[config.mk]
export PLATFORM = sky130hd
export DESIGN_NAME = nrisc_ula_wb
export DESIGN_NICKNAME = d
export VERILOG_FILES = /design/src/rtl/nrisc_pkg.sv /design/src/rtl/nrisc_wb_fifo2.sv /design/src/rtl/nrisc_ula_wb.sv
export SDC_FILE = /design/constraint.sdc
export NUM_CORES = 1
export LEC_CHECK = 0
export CORE_UTILIZATION = 45
export CTS_CLUSTER_SIZE = 40
export DETAILED_ROUTE_END_ITERATION = 6
export GPL_ROUTABILITY_DRIVEN = 0
export GPL_TIMING_DRIVEN = 0
export PLACE_DENSITY_LB_ADDON = 0.3
export SLEW_MARGIN = 10
export SYNTH_ARGS = -nofsm -noshare
export SYNTH_HDL_FRONTEND = slang
export SYNTH_SLANG_ARGS = --single-unit
[constraint.sdc]
create_clock -name clk -period 2.35 [get_ports clk]
set_input_delay 0.3525 -clock clk [delete_from_list [all_inputs] [get_ports clk]]
set_output_delay 0.3525 -clock clk [all_outputs]
set_load 0.02 [all_outputs]
[src/rtl/nrisc_pkg.sv]
// Shared NRISC definitions: ALU flag layout and default datapath width,
// used by both the ALU (NRISC_ULA) and its write-back stage (nrisc_ula_wb).
package nrisc_pkg;

    localparam int NRISC_TAM = 16;

    localparam int FLAG_W = 3;
    localparam int FLAG_N = 2;
    localparam int FLAG_Z = 1;
    localparam int FLAG_C = 0;

    typedef logic [FLAG_W-1:0] flags_t;

    typedef enum logic [1:0] {
        FIFO_EMPTY = 2'd0,
        FIFO_ONE   = 2'd1,
        FIFO_FULL  = 2'd2
    } fifo_count_e;

endpackage

[src/rtl/nrisc_wb_fifo2.sv]
// Two-entry in-order buffer of ALU results awaiting write-back.
// With NRISC_WB_FWD_EN defined it also exposes the youngest buffered register write.
module nrisc_wb_fifo2
    import nrisc_pkg::*;
#(
    parameter int TAM  = NRISC_TAM,
    parameter int RA_W = 4
) (
    input  logic            clk,
    input  logic            rst,
    input  logic            flush_i,
    input  logic            push_i,
    input  logic [TAM-1:0]  push_result_i,
    input  flags_t          push_flags_i,
    input  logic [RA_W-1:0] push_rd_i,
    input  logic            push_wr_en_i,
    input  logic            push_flag_en_i,
    input  logic            pop_i,
    output logic            not_full_o,
    output logic            head_valid_o,
    output logic [TAM-1:0]  head_result_o,
    output flags_t          head_flags_o,
    output logic [RA_W-1:0] head_rd_o,
    output logic            head_wr_en_o,
    output logic            head_flag_en_o
`ifdef NRISC_WB_FWD_EN
    ,
    output logic            fwd_valid_o,
    output logic [RA_W-1:0] fwd_rd_o,
    output logic [TAM-1:0]  fwd_data_o
`endif
);

    logic [TAM-1:0]  result_q  [2];
    flags_t          flags_q   [2];
    logic [RA_W-1:0] rd_q      [2];
    logic            wrEn_q    [2];
    logic            flagEn_q  [2];

    fifo_count_e count_q, count_d;
    logic        rptr_q, rptr_d;
    logic        wptr_q, wptr_d;
    logic        doPush, doPop;

    // Flush wins over a same-cycle push; a pop that cycle still counts so the
    // caller can commit the retiring head's flags.
    always_comb begin
        doPush  = push_i && (count_q != FIFO_FULL) && !flush_i;
        doPop   = pop_i && (count_q != FIFO_EMPTY);
        count_d = count_q;
        rptr_d  = rptr_q ^ doPop;
        wptr_d  = wptr_q ^ doPush;
        if (flush_i) begin
            count_d = FIFO_EMPTY;
            rptr_d  = 1'b0;
            wptr_d  = 1'b0;
        end else if (doPush && !doPop) begin
            count_d = (count_q == FIFO_EMPTY) ? FIFO_ONE : FIFO_FULL;
        end else if (doPop && !doPush) begin
            count_d = (count_q == FIFO_FULL) ? FIFO_ONE : FIFO_EMPTY;
        end
    end

    always_ff @(posedge clk or posedge rst) begin
        if (rst) begin
            count_q <= FIFO_EMPTY;
            rptr_q  <= 1'b0;
            wptr_q  <= 1'b0;
        end else begin
            count_q <= count_d;
            rptr_q  <= rptr_d;
            wptr_q  <= wptr_d;
        end
    end

    // Payload needs no reset: it is only observed through a nonzero count.
    always_ff @(posedge clk) begin
        if (doPush) begin
            result_q[wptr_q] <= push_result_i;
            flags_q[wptr_q]  <= push_flags_i;
            rd_q[wptr_q]     <= push_rd_i;
            wrEn_q[wptr_q]   <= push_wr_en_i;
            flagEn_q[wptr_q] <= push_flag_en_i;
        end
    end

    assign not_full_o     = (count_q != FIFO_FULL);
    assign head_valid_o   = (count_q != FIFO_EMPTY);
    assign head_result_o  = result_q[rptr_q];
    assign head_flags_o   = flags_q[rptr_q];
    assign head_rd_o      = rd_q[rptr_q];
    assign head_wr_en_o   = wrEn_q[rptr_q];
    assign head_flag_en_o = flagEn_q[rptr_q];

`ifdef NRISC_WB_FWD_EN
    logic youngIdx;

    // The youngest entry sits just behind the write pointer; when full and it
    // carries no register write, fall back to the older head entry.
    always_comb begin
        youngIdx    = ~wptr_q;
        fwd_valid_o = 1'b0;
        fwd_rd_o    = '0;
        fwd_data_o  = '0;
        if ((count_q != FIFO_EMPTY) && wrEn_q[youngIdx]) begin
            fwd_valid_o = 1'b1;
            fwd_rd_o    = rd_q[youngIdx];
            fwd_data_o  = result_q[youngIdx];
        end else if ((count_q == FIFO_FULL) && wrEn_q[rptr_q]) begin
            fwd_valid_o = 1'b1;
            fwd_rd_o    = rd_q[rptr_q];
            fwd_data_o  = result_q[rptr_q];
        end
    end
`endif

endmodule

[src/rtl/nrisc_ula_wb.sv]
// NRISC ALU write-back stage: buffers results, writes the register file, updates {N,Z,C}.
// Optional macro NRISC_WB_FWD_EN adds fwd_valid/fwd_rd/fwd_data forwarding outputs.
module nrisc_ula_wb
    import nrisc_pkg::*;
#(
    parameter int TAM  = NRISC_TAM,
    parameter int RA_W = 4
) (
    input  logic            clk,
    input  logic            rst,
    input  logic            in_valid,
    output logic            in_ready,
    input  logic [TAM-1:0]  in_result,
    input  flags_t          in_flags,
    input  logic [RA_W-1:0] in_rd,
    input  logic            in_wr_en,
    input  logic            in_flag_en,
    input  logic            flush,
    output logic            out_valid,
    input  logic            out_ready,
    output logic [TAM-1:0]  out_data,
    output logic [RA_W-1:0] out_rd,
    output flags_t          status_q
`ifdef NRISC_WB_FWD_EN
    ,
    output logic            fwd_valid,
    output logic [RA_W-1:0] fwd_rd,
    output logic [TAM-1:0]  fwd_data
`endif
);

    logic   headValid;
    logic   headWrEn;
    logic   headFlagEn;
    flags_t headFlags;
    logic   retire;
    flags_t status_d;

    nrisc_wb_fifo2 #(
        .TAM  (TAM),
        .RA_W (RA_W)
    ) u_fifo (
        .clk            (clk),
        .rst            (rst),
        .flush_i        (flush),
        .push_i         (in_valid),
        .push_result_i  (in_result),
        .push_flags_i   (in_flags),
        .push_rd_i      (in_rd),
        .push_wr_en_i   (in_wr_en),
        .push_flag_en_i (in_flag_en),
        .pop_i          (retire),
        .not_full_o     (in_ready),
        .head_valid_o   (headValid),
        .head_result_o  (out_data),
        .head_flags_o   (headFlags),
        .head_rd_o      (out_rd),
        .head_wr_en_o   (headWrEn),
        .head_flag_en_o (headFlagEn)
`ifdef NRISC_WB_FWD_EN
        ,
        .fwd_valid_o    (fwd_valid),
        .fwd_rd_o       (fwd_rd),
        .fwd_data_o     (fwd_data)
`endif
    );

    // Entries without a register write never wait on the register file.
    always_comb begin
        out_valid = headValid && headWrEn;
        retire    = headValid && (!headWrEn || out_ready);
        status_d  = status_q;
        if (retire && headFlagEn) begin
            status_d = headFlags;
        end
    end

    always_ff @(posedge clk or posedge rst) begin
        if (rst) begin
            status_q <= '0;
        end else begin
            status_q <= status_d;
        end
    end

endmodule

Fig. 1: run 1, M2 wires
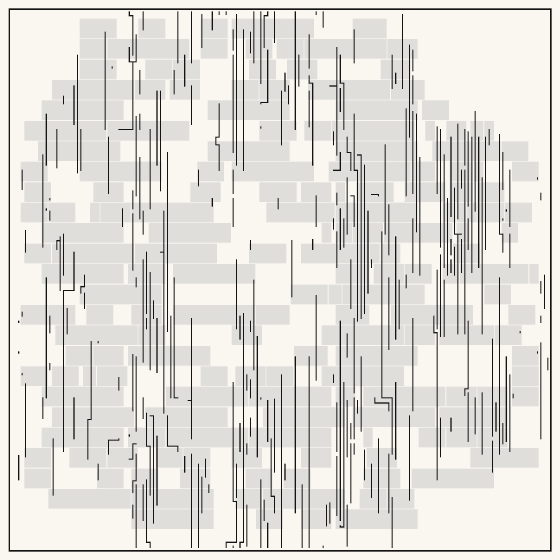
nets with wire on the layer: 193
longest straight run: 30.4 um
main direction: vertical
met2 usage: 28.1%
Vias: 1,204
drt total wl: 3.84 mm

Fig. 2: run 1, wires at chosen ports, followed through buffers
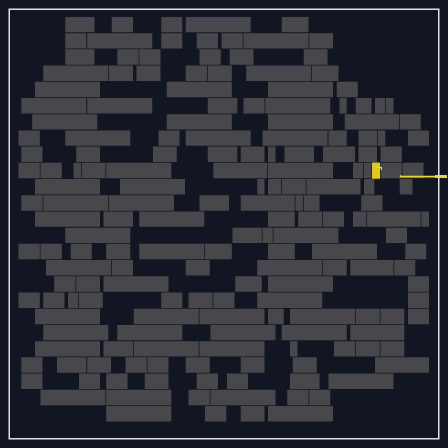
| colour | port | direction | edge | end cells | buffers | wire |
|---|---|---|---|---|---|---|
| yellow | out_valid | output | right | 1 | 1 | 7.20 um |
IO Count: 55
I/O Buffers: 54

Fig. 3: run 1, M3 wires
The bar under the picture is 20 um long.
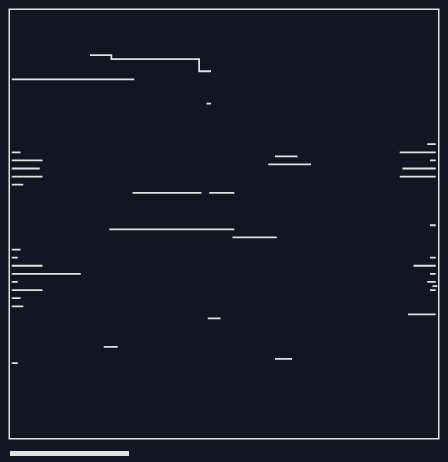
longest straight run: 20.7 um
wire length on this layer: 177 um
met3 global-route usage: 5.63%

==> results.yml, run 1 <==
# synthesis and place-and-route metrics
worst_setup_path:
  rr_worst_depth: 3
  r2r_slack_ns: 0.20
  cpMaxStageDelayCell: "clkdlybuf4s50_1"
  crit_end: "out_data[7]"
  arrival_ns: 1.92
  r2r_start: "u_fifo.count_q[1]$_DFFE_PP0P_"
  required_ns: 2.00
  start_kind: "flip-flop"
  cp_top_family: "buffers and inverters"
  crit_fanout: 10
  reg2reg_to: "u_fifo.rd_q[0][2]$_DFFE_PP_"
  crit_buf_inv: 3
  critical-path-max-stage-delay_ns: 0.54
  crit_cells: 4
  crit_path_cell_trace: "buf_6 > buf_4 > mux2_2 > clkdlybuf4s50_1"
  crit_start: "u_fifo.rptr_q$_DFF_PP0_"
  crit_type: "reg -> out"
  cp-end-kind: "primary output"
global_route:
  antenna_found_initial: 0
  grt_max_degree: 26
  grt_pass1_vias: 1256
  grt_util_all_layers_pct: 16.7
  grt_remaining_overflow: 0
  grt_pass1_wl_mm: 5.97
  busiest_layer: "met2"
  grt_use_met1_pct: 18.1
timing:
  min_period_over_period_pct: 96.9
  tns_ns: 0
  fin_skew_ns: 0.0110
  drv_slew: 0
  fin_crit_ns: 2.28
  hold_violations: 0
  fin_ws_ns: 0.0726
  tightest_slew_ns: 1.18
  slew_headroom_pct: 21.1
  setup_viol_count_final: 0
  hold_slack_ns: 0.260
  fmax_ghz: 0.439
synth:
  synth.most_common_cell: "edfxtp_1"
  ys.flop_type: "edfxtp_1"
  synthArstFlopShare_pct: 12.3
  yosys_area_sq_mm: 0.00219
  netlist_area_sq_mm: 0.00219
  ys_cells: 113
  ys_seq_elements: 57
  synthTopCellsByCount: "edfxtp_1, mux2_2, dfrtp_1"
  yosys_warnings: 0
  area_leaders: "edfxtp_1, mux2_2, dfrtp_1"
  synth.distinct_cells: 21
  yosysTopAreaCell: "edfxtp_1"
  top_area_share_pct: 68.5
  syn_nets: 145
  edf_count: 50
  synthCells: 113
  syn_avg_cell_area_sq_um: 19.4
  yosys.stat.seqShare_pct: 76.4
pwr:
  max-vdd-ir-drop_mv: 0.492
  power_mw: 2.48
  power.leakage_nw: 1.09
  p_per_area_mw_per_mm2: 822
final_layout:
  num-clock-buffers: 13
  nonClkBufAreaFrac_pct: 19.1
  combGateArea_sq_um: 484
  design_area_sq_mm: 0.00302
  final_cells: 237
  n_all_inverters: 3
  nFillCells: 334
  post-route-util_pct: 64.3
  num-nonclk-buffers: 57
  top_regs: "u_fifo.result_q x32, u_fifo.rd_q x8, u_fifo.flags_q x6"
  logic_gates: 50
  num_antenna_cells: 0
  clock_cell_area_share_pct: 6.60
  ff_count: 57
  sh_seq_area_pct: 55.6
  largest_reg_flops: 32
  drive_gt1_share_pct: 25.1
  seq_area_sq_mm: 0.00168
  largest-register: "u_fifo.result_q"
  dominant_cells: "flip-flops and latches"
  area_delta_synth_final_pct: 37.5
  comb-cell-share_pct: 16.1
routing:
  wl_met1_mm: 1.56
  wire_per_inst_um: 16.2
  routed.top_layer: "met4"
  wl_met3_um: 177
  drc: 0
  dr_wl_met2_mm: 2.01
  first_pass_iters: 4
  drt.antenna.violating_nets: 0
  drt_first_iter_violations: 52
  via_per_inst: 5.08
clocking:
  clk_pin_slew_ns: 0.07
  cts_max_level: 3
  root_buffer: "clkbuf_8"
  clock_sinks: 57
  cts_tree: "done"
  cts_hold_buf: 0
  clk_latency_ns: 0.34
  clk_path_buf_depth: 2
  cts_buffers: 9
floorplan:
  dieArea_sq_mm: 0.00516
  tapCellCount: 54
  num_rows: 25
  die_height_um: 71.8
  die_w_um: 71.8
  fp_util_pct: 46.7
  core_sq_mm: 0.00469
placed_design:
  post-place-cells: 221
  hpwl_mm: 2.64
  preCtsSetupSlack_ns: -0.248
  placed_area_sq_mm: 0.00280
worst_hold_path:
  hp-class: "in -> async"
flow_run:
  maxCapViolations: 0
  tool_warnings: 27
outcome:
  status: "complete, no violations"
==> run 1: timing repair <==
action	CTS	global route
setup buffers	0	0
pin swaps	0	0
gates cloned	0	0
endpoints found under the setup margin	19	4
gates resized	2	4
==> run 1: power breakdown <==
| part | internal (mW) | switching, mW | total, mW | leakage (nW) |
|---|---|---|---|---|
| sequential | 1.16 | 0.0218 | 1.19 | 0.548 |
| combinational | 0.211 | 0.177 | 0.388 | 0.441 |
| clock | 0.544 | 0.363 | 0.907 | 0.103 |
==> run 1: cell usage in the layout (no fill, tap or decap) <==
| master | n |
|---|---|
| buf_6 | 1 |
| inv_1 | 3 |
| a311o_1 | 1 |
| clkinv_2 | 2 |
| bufinv_16 | 1 |
| o21ai_0 | 1 |
| mux2i_1 | 2 |
| nor2_1 | 5 |
| a31oi_1 | 1 |
| edfxtp_1 | 50 |
| nor2b_1 | 1 |
| nand2b_1 | 1 |
| dlymetal6s2s_1 | 4 |
| a211oi_4 | 1 |
| nand2_1 | 1 |
| clkbuf_1 | 2 |
| a21oi_1 | 2 |
| mux2_4 | 1 |
| clkdlybuf4s50_1 | 50 |
| buf_4 | 2 |
| nand4b_1 | 2 |
| ha_1 | 2 |
| and3b_1 | 1 |
| o31ai_1 | 1 |
| clkbuf_8 | 11 |
| dfrtp_1 | 7 |
| mux2_2 | 27 |
==> run 1: cells by family (layout without fill, tap and decap cells) <==
kind of cell | Yosys count | in the layout | share of synthesized area [%]
buffers and inverters | 6 | 76 | 1.48
multiplexers | 30 | 30 | 15.5
adder cells (fa/ha/maj) | 2 | 2 | 1.14
flip-flops | 57 | 57 | 76.4
AND-OR/OR-AND | 7 | 7 | 2.68
AND/OR/NAND/NOR | 11 | 11 | 2.80
## Run 2: what changed since run 1
--- a/config.mk
+++ b/config.mk
@@ -5,6 +5,7 @@
 export SDC_FILE = /design/constraint.sdc
 export NUM_CORES = 1
 export LEC_CHECK = 0
+export ABC_CLOCK_PERIOD_IN_PS = 2350
 export CORE_UTILIZATION = 45
 export CTS_CLUSTER_SIZE = 40
 export DETAILED_ROUTE_END_ITERATION = 6
==> results.yml, run 2 <==
# synthesis and place-and-route metrics
placed_design:
  post-place-cells: 221
  hpwl_mm: 2.64
  preCtsSetupSlack_ns: -0.248
  portBuffers: 54
synth:
  synthTopLogicFamily: "multiplexers"
  synthArstFlopShare_pct: 12.3
  area_leaders: "edfxtp_1, mux2_2, dfrtp_1"
  simple_gate_area_share_pct: 2.80
  synth.most_common_cell: "edfxtp_1"
  yosys_area_sq_mm: 0.00219
  synthCells: 113
  adder_share_pct: 1.14
  syn_avg_cell_area_sq_um: 19.4
  ys_cells: 113
  yosysTopAreaCell: "edfxtp_1"
  synthTopCellsByCount: "edfxtp_1, mux2_2, dfrtp_1"
  synth.distinct_cells: 21
  mux_share_pct: 15.5
  syn_nets: 145
  yosys.stat.seqShare_pct: 76.4
  ys_seq_elements: 57
  netlist_area_sq_mm: 0.00219
  ys.flop_type: "edfxtp_1"
  xor_share_pct: 0
  edf_count: 50
  synthAoiAreaFrac_pct: 2.68
  top_area_share_pct: 68.5
  yosys_warnings: 0
global_route:
  grt_util_all_layers_pct: 16.7
  grt_max_degree: 26
  antenna_found_initial: 0
  grt_pass1_vias: 1256
  busiest_layer: "met2"
  grt_remaining_overflow: 0
  use_met3_pct: 5.63
  grt_pass1_wl_mm: 5.97
  grt_use_met1_pct: 18.1
  met2_usage_pct: 28.1
final_layout:
  mostFrequentLayoutCells: "clkdlybuf4s50_1, edfxtp_1, mux2_2"
  num_antenna_cells: 0
  drive_gt1_share_pct: 25.1
  top_regs: "u_fifo.result_q x32, u_fifo.rd_q x8, u_fifo.flags_q x6"
  seq_area_sq_mm: 0.00168
  nFillCells: 334
  largest_reg_flops: 32
  area_delta_synth_final_pct: 37.5
  combGateArea_sq_um: 484
  nets: 210
  largest-register: "u_fifo.result_q"
pwr:
  max-vdd-ir-drop_mv: 0.492
  combPwrFrac_pct: 15.6
  switching_share_pct: 22.6
  intPower_mw: 1.92
  seqPwrFrac_pct: 47.8
  power_mw: 2.48
  p_sw_mw: 0.561
  p_per_area_mw_per_mm2: 822
  comb_power_mw: 0.388
  clk-power_mw: 0.907
  largestPowerGroup: "registers"
  clockPowerShare_pct: 36.6
  pg_seq_mw: 1.19
  power.leakage_nw: 1.09
flow_run:
  tool_warnings: 27
  maxCapViolations: 0
outcome:
  status: "complete, no violations"
timing:
  tightest_slew_ns: 1.18
  hold_violations: 0
  fin_skew_ns: 0.0110
  setup_viol_count_final: 0
  slew_headroom_pct: 21.1
  tns_ns: 0
  hold_slack_ns: 0.260
  rsz0062_at_grt: "false"
  min_period_over_period_pct: 96.9
  drv_slew: 0
  fmax_ghz: 0.439
  fin_ws_ns: 0.0726
  fin_crit_ns: 2.28
routing:
  wl_met3_um: 177
  first_pass_iters: 4
  wl_mm: 3.84
  dr_wl_met2_mm: 2.01
  drt_first_iter_violations: 52
  drt.antenna.violating_nets: 0
  wire_per_inst_um: 16.2
  via_per_inst: 5.08
  drc: 0
  wl_met1_mm: 1.56
  vias: 1204
  routed.top_layer: "met4"
worst_setup_path:
  crit_path_cell_trace: "buf_6 > buf_4 > mux2_2 > clkdlybuf4s50_1"
  crit_buf_inv: 3
  required_ns: 2.00
  arrival_ns: 1.92
  cp-end-kind: "primary output"
  crit_type: "reg -> out"
  start_kind: "flip-flop"
  crit_fanout: 10
  cp_top_family: "buffers and inverters"
  cpMaxStageDelayCell: "clkdlybuf4s50_1"
  critical-path-max-stage-delay_ns: 0.54
clocking:
  clk_latency_ns: 0.34
  cts_max_level: 3
  cts_hold_buf: 0
  clk_pin_slew_ns: 0.07
  cts_tree: "done"
  root_buffer: "clkbuf_8"
  clk_path_buf_depth: 2
  cts_buffers: 9
  clock_sinks: 57
worst_hold_path:
  hp-class: "in -> async"
floorplan:
  fp_util_pct: 46.7
  core_sq_mm: 0.00469
  die_w_um: 71.8
  dieArea_sq_mm: 0.00516
  die_height_um: 71.8
  ios: 55
run 2: cell counts after synthesis:
No cell type changed its count.
run 2: repair_timing:
item / CTS / global route
endpoints found under the setup margin: 19 / 4
resized: 2 / 4
setup buffers: 0 / 0
run 2: final timing paths:
check / start / to / slack [ns] / depth (start not counted)
worst max-delay path: u_fifo.rptr_q$_DFF_PP0_ / out_data[7] / 0.07 / 4
worst min-delay path: rst / status_q[0]$_DFFE_PP0P_ / 0.26 / 2
worst max register to register: u_fifo.count_q[1]$_DFFE_PP0P_ / u_fifo.rd_q[0][2]$_DFFE_PP_ / 0.20 / 3
worst min register to register: status_q[1]$_DFFE_PP0P_ / status_q[1]$_DFFE_PP0P_ / 0.52 / 1
max in group asynchronous: rst / u_fifo.count_q[0]$_DFFE_PP0P_ / 1.86 / 2
min in group clk: status_q[1]$_DFFE_PP0P_ / status_q[1]$_DFFE_PP0P_ / 0.52 / 1
run 2: cells by family after synthesis:
family | after synthesis
buffers and inverters | 6
DFF | 57
and+or+nand+nor | 11
muxes | 30
AOI/OAI and AO/OA | 7
adders and majority gates | 2
run 2: final cells by class:
| cell class | instances | share of cell area [%] |
|---|---|---|
| buffer | 3 | 0.871 |
| timing repair buffer | 54 | 18.3 |
| tap | 54 | 2.24 |
| inverter | 3 | 0.373 |
| clock buffer | 13 | 5.27 |
| multi-input combinational | 50 | 16.1 |
| sequential | 57 | 55.6 |
| clock inverter | 3 | 1.33 |
run 2: per-stage QoR:
| stage | utilization, % | area (sq um) |
|---|---|---|
| CTS | 64.1 | 3010 |
| global placement | 59.7 | 2800 |
| finish | 64.3 | 3020 |
| detailed placement | 59.7 | 2800 |
| global route | 64.3 | 3020 |
| floorplan | - | 2190 |
Fig. 4: run 2, wires at chosen ports, followed through buffers
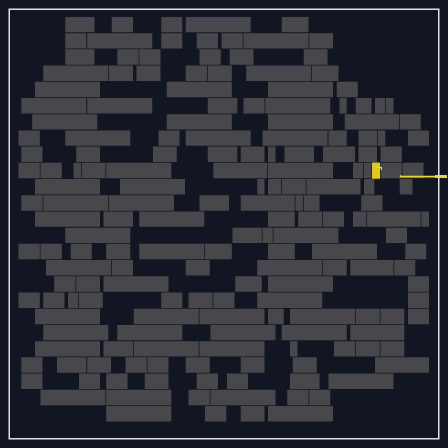
| colour | port | direction | edge | end cells | buffers | wire |
|---|---|---|---|---|---|---|
| yellow | out_valid | output | right | 1 | 1 | 7.20 um |

Fig. 5: run 2, placed standard cells
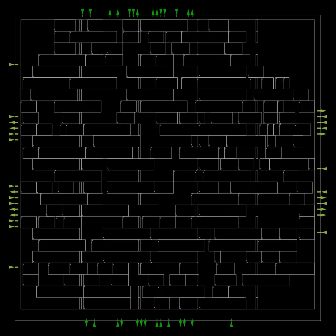
Rows: 25
flop share of the area: 55.6%
Well Taps: 54
final core utilization: 64.3%
non-filler cells, final: 237

Power figures rest on the tool's default switching activity, not on a simulated workload.
